File: config.mk
export PLATFORM = sky130hd
export DESIGN_NAME = led_pattern_engine
export DESIGN_NICKNAME = d
export VERILOG_FILES = /design/src/rtl/led_pattern_engine.sv
export SDC_FILE = /design/constraint.sdc
export NUM_CORES = 1
export LEC_CHECK = 0
export CORE_MARGIN = 2
export CORE_UTILIZATION = 35
export DETAILED_ROUTE_END_ITERATION = 16
export PLACE_DENSITY = 0.51
export SLEW_MARGIN = 20
export SYNTH_ARGS = -nofsm -noshare
export SYNTH_HDL_FRONTEND = slang
export SYNTH_SLANG_ARGS = --single-unit
File: constraint.sdc
create_clock -name hwclk -period 6.8 [get_ports hwclk]
set_input_delay 0.68 -clock hwclk [delete_from_list [all_inputs] [get_ports hwclk]]
set_output_delay 0.68 -clock hwclk [all_outputs]
set_load 0.03 [all_outputs]
File: src/rtl/led_pattern_engine.sv
// LED pattern engine: drives NUM_LEDS outputs from a 2-bit command.
// Supports off, steady on, and two configurable blink bursts, with busy/done handshake.
module led_pattern_engine #(
  parameter int NUM_LEDS        = 8,
  parameter int TICK_CYCLES     = 1200000,
  parameter int LONG_OFF_TICKS  = 5,
  parameter int LONG_ON_TICKS   = 10,
  parameter int LONG_REPS       = 3,
  parameter int SHORT_OFF_TICKS = 2,
  parameter int SHORT_ON_TICKS  = 2,
  parameter int SHORT_REPS      = 5
) (
  input  logic                hwclk,
  input  logic                rst_n,
  input  logic [1:0]          cmd,
  input  logic                cmd_valid,
  input  logic [NUM_LEDS-1:0] led_mask,
  output logic [NUM_LEDS-1:0] leds,
  output logic                busy,
  output logic                done
);

  localparam int PW = (TICK_CYCLES > 1) ? $clog2(TICK_CYCLES) : 1;
  localparam logic [PW-1:0] PRESC_LAST = PW'(TICK_CYCLES - 1);

  localparam logic [7:0] L_OFF  = 8'(LONG_OFF_TICKS);
  localparam logic [7:0] L_ON   = 8'(LONG_ON_TICKS);
  localparam logic [7:0] L_REPS = 8'(LONG_REPS);
  localparam logic [7:0] S_OFF  = 8'(SHORT_OFF_TICKS);
  localparam logic [7:0] S_ON   = 8'(SHORT_ON_TICKS);
  localparam logic [7:0] S_REPS = 8'(SHORT_REPS);

  typedef enum logic [1:0] {
    IDLE_OFF,
    STEADY_ON,
    PH_OFF,
    PH_ON
  } state_t;

  state_t                state, state_nxt;
  logic [PW-1:0]         presc, presc_nxt;
  logic [7:0]            phase_cnt, phase_nxt;
  logic [7:0]            rep_cnt, rep_nxt;
  logic                  burst_long, burst_long_nxt;
  logic [NUM_LEDS-1:0]   mask, mask_nxt;
  logic [NUM_LEDS-1:0]   leds_nxt;
  logic                  busy_nxt;
  logic                  done_nxt;
  logic                  tick;
  logic [7:0]            off_ticks, on_ticks;

  assign tick      = (presc == PRESC_LAST);
  assign off_ticks = burst_long ? L_OFF : S_OFF;
  assign on_ticks  = burst_long ? L_ON  : S_ON;

  always_ff @(posedge hwclk or negedge rst_n) begin
    if (!rst_n) begin
      state      <= IDLE_OFF;
      presc      <= '0;
      phase_cnt  <= '0;
      rep_cnt    <= '0;
      burst_long <= 1'b0;
      mask       <= '0;
      leds       <= '0;
      busy       <= 1'b0;
      done       <= 1'b0;
    end else begin
      state      <= state_nxt;
      presc      <= presc_nxt;
      phase_cnt  <= phase_nxt;
      rep_cnt    <= rep_nxt;
      burst_long <= burst_long_nxt;
      mask       <= mask_nxt;
      leds       <= leds_nxt;
      busy       <= busy_nxt;
      done       <= done_nxt;
    end
  end

  // A valid command always takes priority, which both pre-empts bursts and suppresses done.
  always_comb begin
    state_nxt      = state;
    presc_nxt      = tick ? '0 : presc + 1'b1;
    phase_nxt      = phase_cnt;
    rep_nxt        = rep_cnt;
    burst_long_nxt = burst_long;
    mask_nxt       = mask;
    done_nxt       = 1'b0;

    if (cmd_valid) begin
      mask_nxt  = led_mask;
      presc_nxt = '0;
      unique case (cmd)
        2'b00: begin
          state_nxt = IDLE_OFF;
          phase_nxt = '0;
          rep_nxt   = '0;
        end
        2'b01: begin
          state_nxt = STEADY_ON;
          phase_nxt = '0;
          rep_nxt   = '0;
        end
        2'b10: begin
          state_nxt      = PH_OFF;
          burst_long_nxt = 1'b1;
          phase_nxt      = L_OFF;
          rep_nxt        = L_REPS;
        end
        default: begin
          state_nxt      = PH_OFF;
          burst_long_nxt = 1'b0;
          phase_nxt      = S_OFF;
          rep_nxt        = S_REPS;
        end
      endcase
    end else begin
      unique case (state)
        PH_OFF: begin
          if (tick) begin
            if (phase_cnt == 8'd1) begin
              state_nxt = PH_ON;
              phase_nxt = on_ticks;
            end else begin
              phase_nxt = phase_cnt - 8'd1;
            end
          end
        end
        PH_ON: begin
          if (tick) begin
            if (phase_cnt == 8'd1) begin
              if (rep_cnt == 8'd1) begin
                state_nxt = IDLE_OFF;
                phase_nxt = '0;
                rep_nxt   = '0;
                done_nxt  = 1'b1;
              end else begin
                state_nxt = PH_OFF;
                phase_nxt = off_ticks;
                rep_nxt   = rep_cnt - 8'd1;
              end
            end else begin
              phase_nxt = phase_cnt - 8'd1;
            end
          end
        end
        default: begin
        end
      endcase
    end

    leds_nxt = ((state_nxt == STEADY_ON) || (state_nxt == PH_ON)) ? mask_nxt : '0;
    busy_nxt = (state_nxt == PH_OFF) || (state_nxt == PH_ON);
  end

endmodule
==> impl_metrics.py, run 1 <==
# Generated from Yosys and OpenROAD reports
metrics = {
    "routing": {
        "met2WireLength_um": 2840,
        "drc": 0,
        "wl_per_cell_um": 14.4,
        "via_per_inst": 5.24,
        "drt.antenna.violating_nets": 0,
        "wl_um": 6160,
        "first_pass_iters": 4,
        "vias": 2241,
        "drt-initial-drc-count": 105,
        "top_layer": "met4",
        "m1WireLength_um": 3030,
    },
    "yosys": {
        "most_common_cell": "dfrtp_1",
        "synth_seq_share_pct": 51.1,
        "ys.flop_type": "dfrtp_1",
        "syn-num-nets": 313,
        "synthTopCellsByArea": "dfrtp_1, nand2_1, nor2_1",
        "ys_types": 54,
        "ys_top_logic_family": "simple AND/OR/NAND/NOR gates",
        "edf_count": 0,
        "ys_cells": 295,
        "syn_inst": 295,
        "syn_area_per_cell_um2": 9.64,
        "async_flop_share_pct": 100,
        "synthTopCellsByCount": "dfrtp_1, nand2_1, nor2_1, a21oi_1, nand3_1",
        "synth_area_um2": 2840,
        "synth_area_leader_cell": "dfrtp_1",
        "ys_area_um2": 2840,
        "top_area_share_pct": 51.1,
        "mux_share_pct": 0.704,
        "synthAoiAreaFrac_pct": 11.4,
        "ys.flops": 58,
        "yosys_warnings": 0,
        "synth_xor_xnor_area_share_pct": 6.16,
    },
    "floorplan": {
        "io_pins": 23,
        "fp.dieArea_um2": 8860,
        "die_y_um": 94.1,
        "die_w_um": 94.1,
        "taps": 102,
        "rows": 32,
        "core_um2": 7810,
        "floorplan.core_util_pct": 36.4,
    },
    "clock_network": {
        "clk_latency_ns": 0.34,
        "h-tree-depth": 3,
        "cts_buffer_depth": 2,
        "cts_hold_buf": 0,
        "cts.repair.resized": 0,
        "cts_made_buffers": 9,
        "clk_pin_slew_worst_paths_ns": 0.07,
        "postCtsSetupRepairBufs": 0,
        "ctsRootBufferMaster": "clkbuf_8",
        "cts_tree": "yes",
        "cts.sinks": 58,
    },
    "final_layout": {
        "final_area_um2": 3380,
        "regMostFlops": "presc",
        "n_all_inverters": 11,
        "clock_area_share_pct": 6.70,
        "buffers": 24,
        "seq_cells": 58,
        "buf_share_pct": 6.81,
        "combGateArea_um2": 1300,
        "largest_reg_flops": 21,
        "nets": 339,
        "num-fill-cells": 796,
        "final_cell_mix": "dfrtp_1, nand2_1, nor2_1",
        "regArea_um2": 1450,
        "comb_cells": 217,
        "clkbuf_count": 10,
    },
    "worst_setup_path": {
        "cp_cell_sequence": "inv_1, ha_1, or4b_4, nor2_2, nand4_1, xor2_1, o22ai_1",
        "timing.rr.end": "leds[0]",
        "crit_path_top_delay_cell": "xor2_1",
        "criticalPathCategory": "flip-flop to flip-flop",
        "slowest_delay_ns": 0.60,
        "timing.rr.start": "phase_cnt[1]",
        "rrSetupSlack_ns": 4.25,
        "path_buffers": 1,
        "endpoint": "leds[0]",
        "worstSetupStartpointType": "flip-flop",
        "cp.arrival_ns": 2.74,
        "cp-startpoint": "phase_cnt[1]",
        "worstPathRequired_ns": 6.99,
        "rr_worst_depth": 7,
        "cp_top_family": "simple AND/OR/NAND/NOR gates",
        "crit_fanout": 9,
    },
    "timing": {
        "finalWorstSetupSlack_ns": 4.25,
        "max_slew_margin_pct": 51.2,
        "hold_ws_ns": 0.475,
        "clock_skew_ns": 0.00903,
        "setup_viol": 0,
        "finalHoldViolCount": 0,
        "rsz0062_at_grt": "no",
        "clock.fmax_mhz": 392,
        "slew_viol_final": 0,
        "worst_pin_slew_ns": 0.722,
        "finalCritPeriodShare_pct": 37.6,
    },
    "pwr": {
        "power_frac_comb_pct": 9.4,
        "peakVddDrop_v": 0.000109,
        "power_density_nw_per_um2": 240,
        "p_total_uw": 810,
        "pwr-share-seq_pct": 45.4,
        "sequentialPower_uw": 368,
        "comb_cell_power_uw": 76.3,
        "pg_clk_uw": 366,
        "maxPowerGroup": "registers",
        "p_leak_nw": 1.45,
        "p_sw_share_pct": 25.5,
        "p_int_uw": 604,
        "power_frac_clock_pct": 45.1,
        "switching_power_uw": 207,
    },
    "grt": {
        "overflow": 0,
        "first_global_vias": 2274,
        "busiest_layer": "met2",
        "antenna_found_initial": 0,
        "grt_pass1_wl_um": 10900,
        "grt_max_degree": 59,
        "grt_use_met2_pct": 23.8,
        "grtUsageMet3_pct": 3.85,
        "track_usage_pct": 16.0,
    },
    "run": {
        "drv_cap": 0,
        "warnings": 28,
    },
    "run_status": {
        "status": "completed",
    },
    "placement": {
        "portBuffers": 22,
        "post_dp_cell_area_um2": 3150,
        "dp_hpwl_um": 4120,
        "dp_cells": 412,
    },
    "min_path": {
        "min_path_type": "input port to async pin",
    },
}
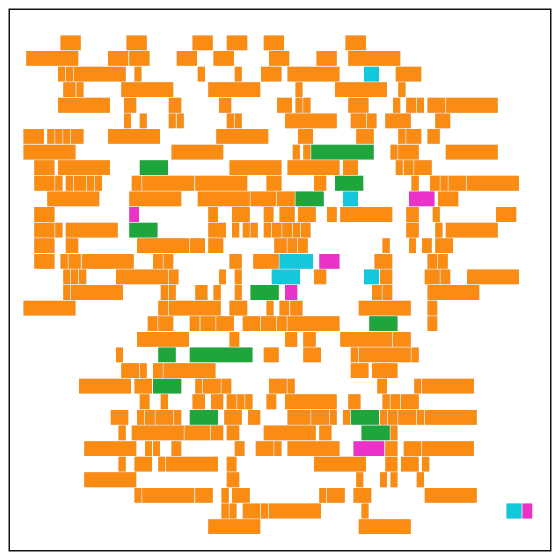
Figure 1: run 1, cells by drive strength.
- orange: _0 and _1 cells (cells 301; share 92%; most used dfrtp_1)
- green: _6 and larger (cells 13; share 4.0%; most used clkbuf_8)
- magenta: _2 cells (cells 6; share 1.8%)
- cyan: _3 and _4 cells (cells 6; share 1.8%)

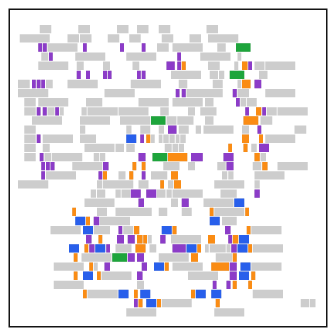
Figure 2: run 1, gate families picked out.
- orange: NOR gates (cells 53; most used nor2_1)
- purple: NAND gates (cells 73; most used nand2_1; where widely spread)
- green: adder and majority cells (cells 5; most used ha_1)
- blue: XOR/XNOR gates (cells 20; most used xor2_1)
Commonest Layout Cell: dfrtp_1
combinational share of cell area: 38.6%
Post-Layout Cell Count: 428

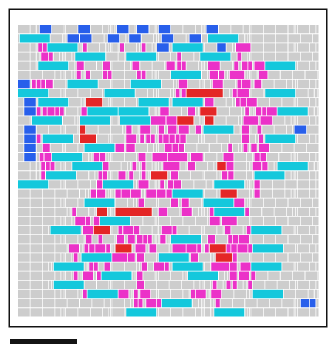
Figure 3: run 1, placement by cell class.
Scale bar: 20 µm. Fill, decap, tap and diode cells in grey.
- magenta: combinational and other logic (cells 228)
- red: clock drivers and dummy loads (cells 16)
- blue: other buffers and delay cells (cells 24)
- cyan: flops (cells 58)
final core utilization: 43.3%
Seq area share: 42.9%

==> run 1 -> run 2 <==
--- a/config.mk
+++ b/config.mk
@@ -8,7 +8,7 @@
 export CORE_MARGIN = 2
 export CORE_UTILIZATION = 35
 export DETAILED_ROUTE_END_ITERATION = 16
-export PLACE_DENSITY = 0.51
+export PLACE_DENSITY = 0.53
 export SLEW_MARGIN = 20
 export SYNTH_ARGS = -nofsm -noshare
 export SYNTH_HDL_FRONTEND = slang
==> constraint.sdc (replaced) <==
create_clock -name hwclk -period 2.2 [get_ports hwclk]
set_input_delay 0.22 -clock hwclk [delete_from_list [all_inputs] [get_ports hwclk]]
set_output_delay 0.22 -clock hwclk [all_outputs]
set_load 0.03 [all_outputs]
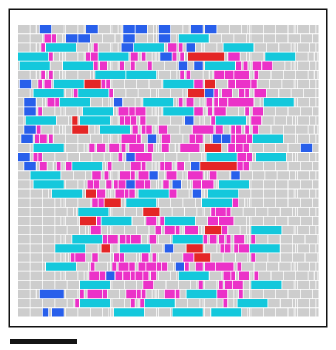
Figure 4: run 2, placement by cell class.
Scale bar: 20 µm. Fill, decap, tap and diode cells in grey.
Rows: 32
final core utilization: 45.6%
Core Region: 7810 µm²
Final Cell Area: 3560 µm²
Seq area share: 40.7%

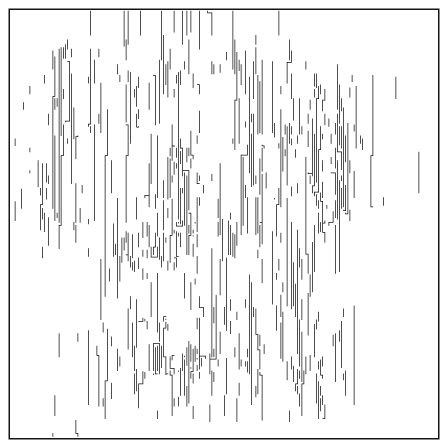
Figure 5: run 2, M2 wires.
- main direction: vertical
- share of all routed wire: 46%
- longest straight run: 38.1 µm
- nets with wire on the layer: 287

==> impl_metrics.py, run 2 <==
# Generated from Yosys and OpenROAD reports
metrics = {
    "clock_network": {
        "cts_made_buffers": 9,
        "clk_pin_slew_worst_paths_ns": 0.07,
        "cts_tree": "yes",
        "cts_hold_buf": 1,
        "clk_latency_ns": 0.33,
        "cts.sinks": 58,
        "h-tree-depth": 3,
    },
    "worst_setup_path": {
        "worstSetupStartpointType": "flip-flop",
        "crit_fanout": 6,
        "timing.rr.start": "presc[12]",
        "crit_path_top_delay_cell": "or4_1",
        "rrSetupSlack_ns": 0.17,
        "criticalPathCategory": "flip-flop to flip-flop",
        "path_buffers": 0,
        "rr_worst_depth": 5,
        "worstPathRequired_ns": 2.44,
        "cp_cell_sequence": "nor4b_2, and3b_2, nand3_1, or4_1, a21oi_1",
        "cp-startpoint": "presc[12]",
        "cp.arrival_ns": 2.27,
    },
    "final_layout": {
        "clock_area_share_pct": 6.39,
        "combGateArea_um2": 1330,
        "num-fill-cells": 747,
        "nets": 358,
        "sh_comb_area_pct": 37.3,
        "seq_cells": 58,
        "regMostFlops": "presc",
        "clkbuf_count": 10,
        "instances_no_fill": 447,
        "regArea_um2": 1450,
        "largest_reg_flops": 21,
        "buf_share_pct": 10.9,
        "lay_top_count": "dfrtp_1",
    },
    "pwr": {
        "p_total_mw": 2.51,
        "comb_cell_power_uw": 261,
        "power_density_nw_per_um2": 705,
        "power_frac_clock_pct": 44.4,
        "p_leak_nw": 1.55,
        "peakVddDrop_v": 0.000361,
        "p_sw_share_pct": 24.9,
        "pg_clk_mw": 1.11,
        "switching_power_uw": 626,
        "sequentialPower_mw": 1.13,
        "p_int_mw": 1.88,
        "pwr-share-seq_pct": 45.2,
    },
    "routing": {
        "wl_um": 6140,
        "first_pass_iters": 5,
        "m1WireLength_um": 3120,
        "top_layer": "met4",
        "vias": 2276,
        "drt-initial-drc-count": 113,
        "wl_per_cell_um": 13.7,
        "drc": 0,
        "met2WireLength_um": 2840,
        "drt.antenna.violating_nets": 0,
    },
    "yosys": {
        "synthAoiAreaFrac_pct": 11.4,
        "synthTopCellsByCount": "dfrtp_1, nand2_1, nor2_1, a21oi_1, nand3_1",
        "syn_area_per_cell_um2": 9.64,
        "synth_area_um2": 2840,
        "syn-num-nets": 313,
        "ys.flops": 58,
        "ys_types": 54,
        "most_common_cell": "dfrtp_1",
        "async_flop_share_pct": 100,
        "ys_top_logic_family": "simple AND/OR/NAND/NOR gates",
        "synth_xor_xnor_area_share_pct": 6.16,
        "mux_share_pct": 0.704,
        "synth_seq_share_pct": 51.1,
        "syn_inst": 295,
        "top_area_share_pct": 51.1,
        "synthTopCellsByArea": "dfrtp_1, nand2_1, nor2_1",
        "synth_area_leader_cell": "dfrtp_1",
        "edf_count": 0,
        "yosys_warnings": 0,
    },
    "grt": {
        "grt_max_degree": 59,
        "first_global_vias": 2209,
        "grt_use_met2_pct": 22.0,
        "grtUsageMet3_pct": 2.89,
        "antenna_found_initial": 0,
        "busiest_layer": "met1",
        "grt_pass1_wl_um": 10700,
        "overflow": 0,
        "track_usage_pct": 15.4,
    },
    "min_path": {
        "min_path_type": "input port to async pin",
    },
    "floorplan": {
        "taps": 102,
        "floorplan.core_util_pct": 36.4,
        "fp.dieArea_um2": 8860,
        "die_w_um": 94.1,
        "die_y_um": 94.1,
    },
    "timing": {
        "clock.fmax_mhz": 492,
        "finalCritPeriodShare_pct": 92.4,
        "clock_skew_ns": 0.0136,
        "rsz0062_at_grt": "no",
        "finalHoldViolCount": 0,
        "max_slew_margin_pct": 73.5,
        "worst_pin_slew_ns": 0.397,
        "setup_viol": 0,
        "finalWorstSetupSlack_ns": 0.167,
    },
    "placement": {
        "post_dp_cell_area_um2": 3290,
        "dp_cells": 428,
        "portBuffers": 22,
        "dp_hpwl_um": 4170,
    },
    "run": {
        "drv_cap": 0,
        "warnings": 28,
    },
    "run_status": {
        "status": "completed",
    },
}
Power figures rest on the tool's default switching activity, not on a simulated workload.
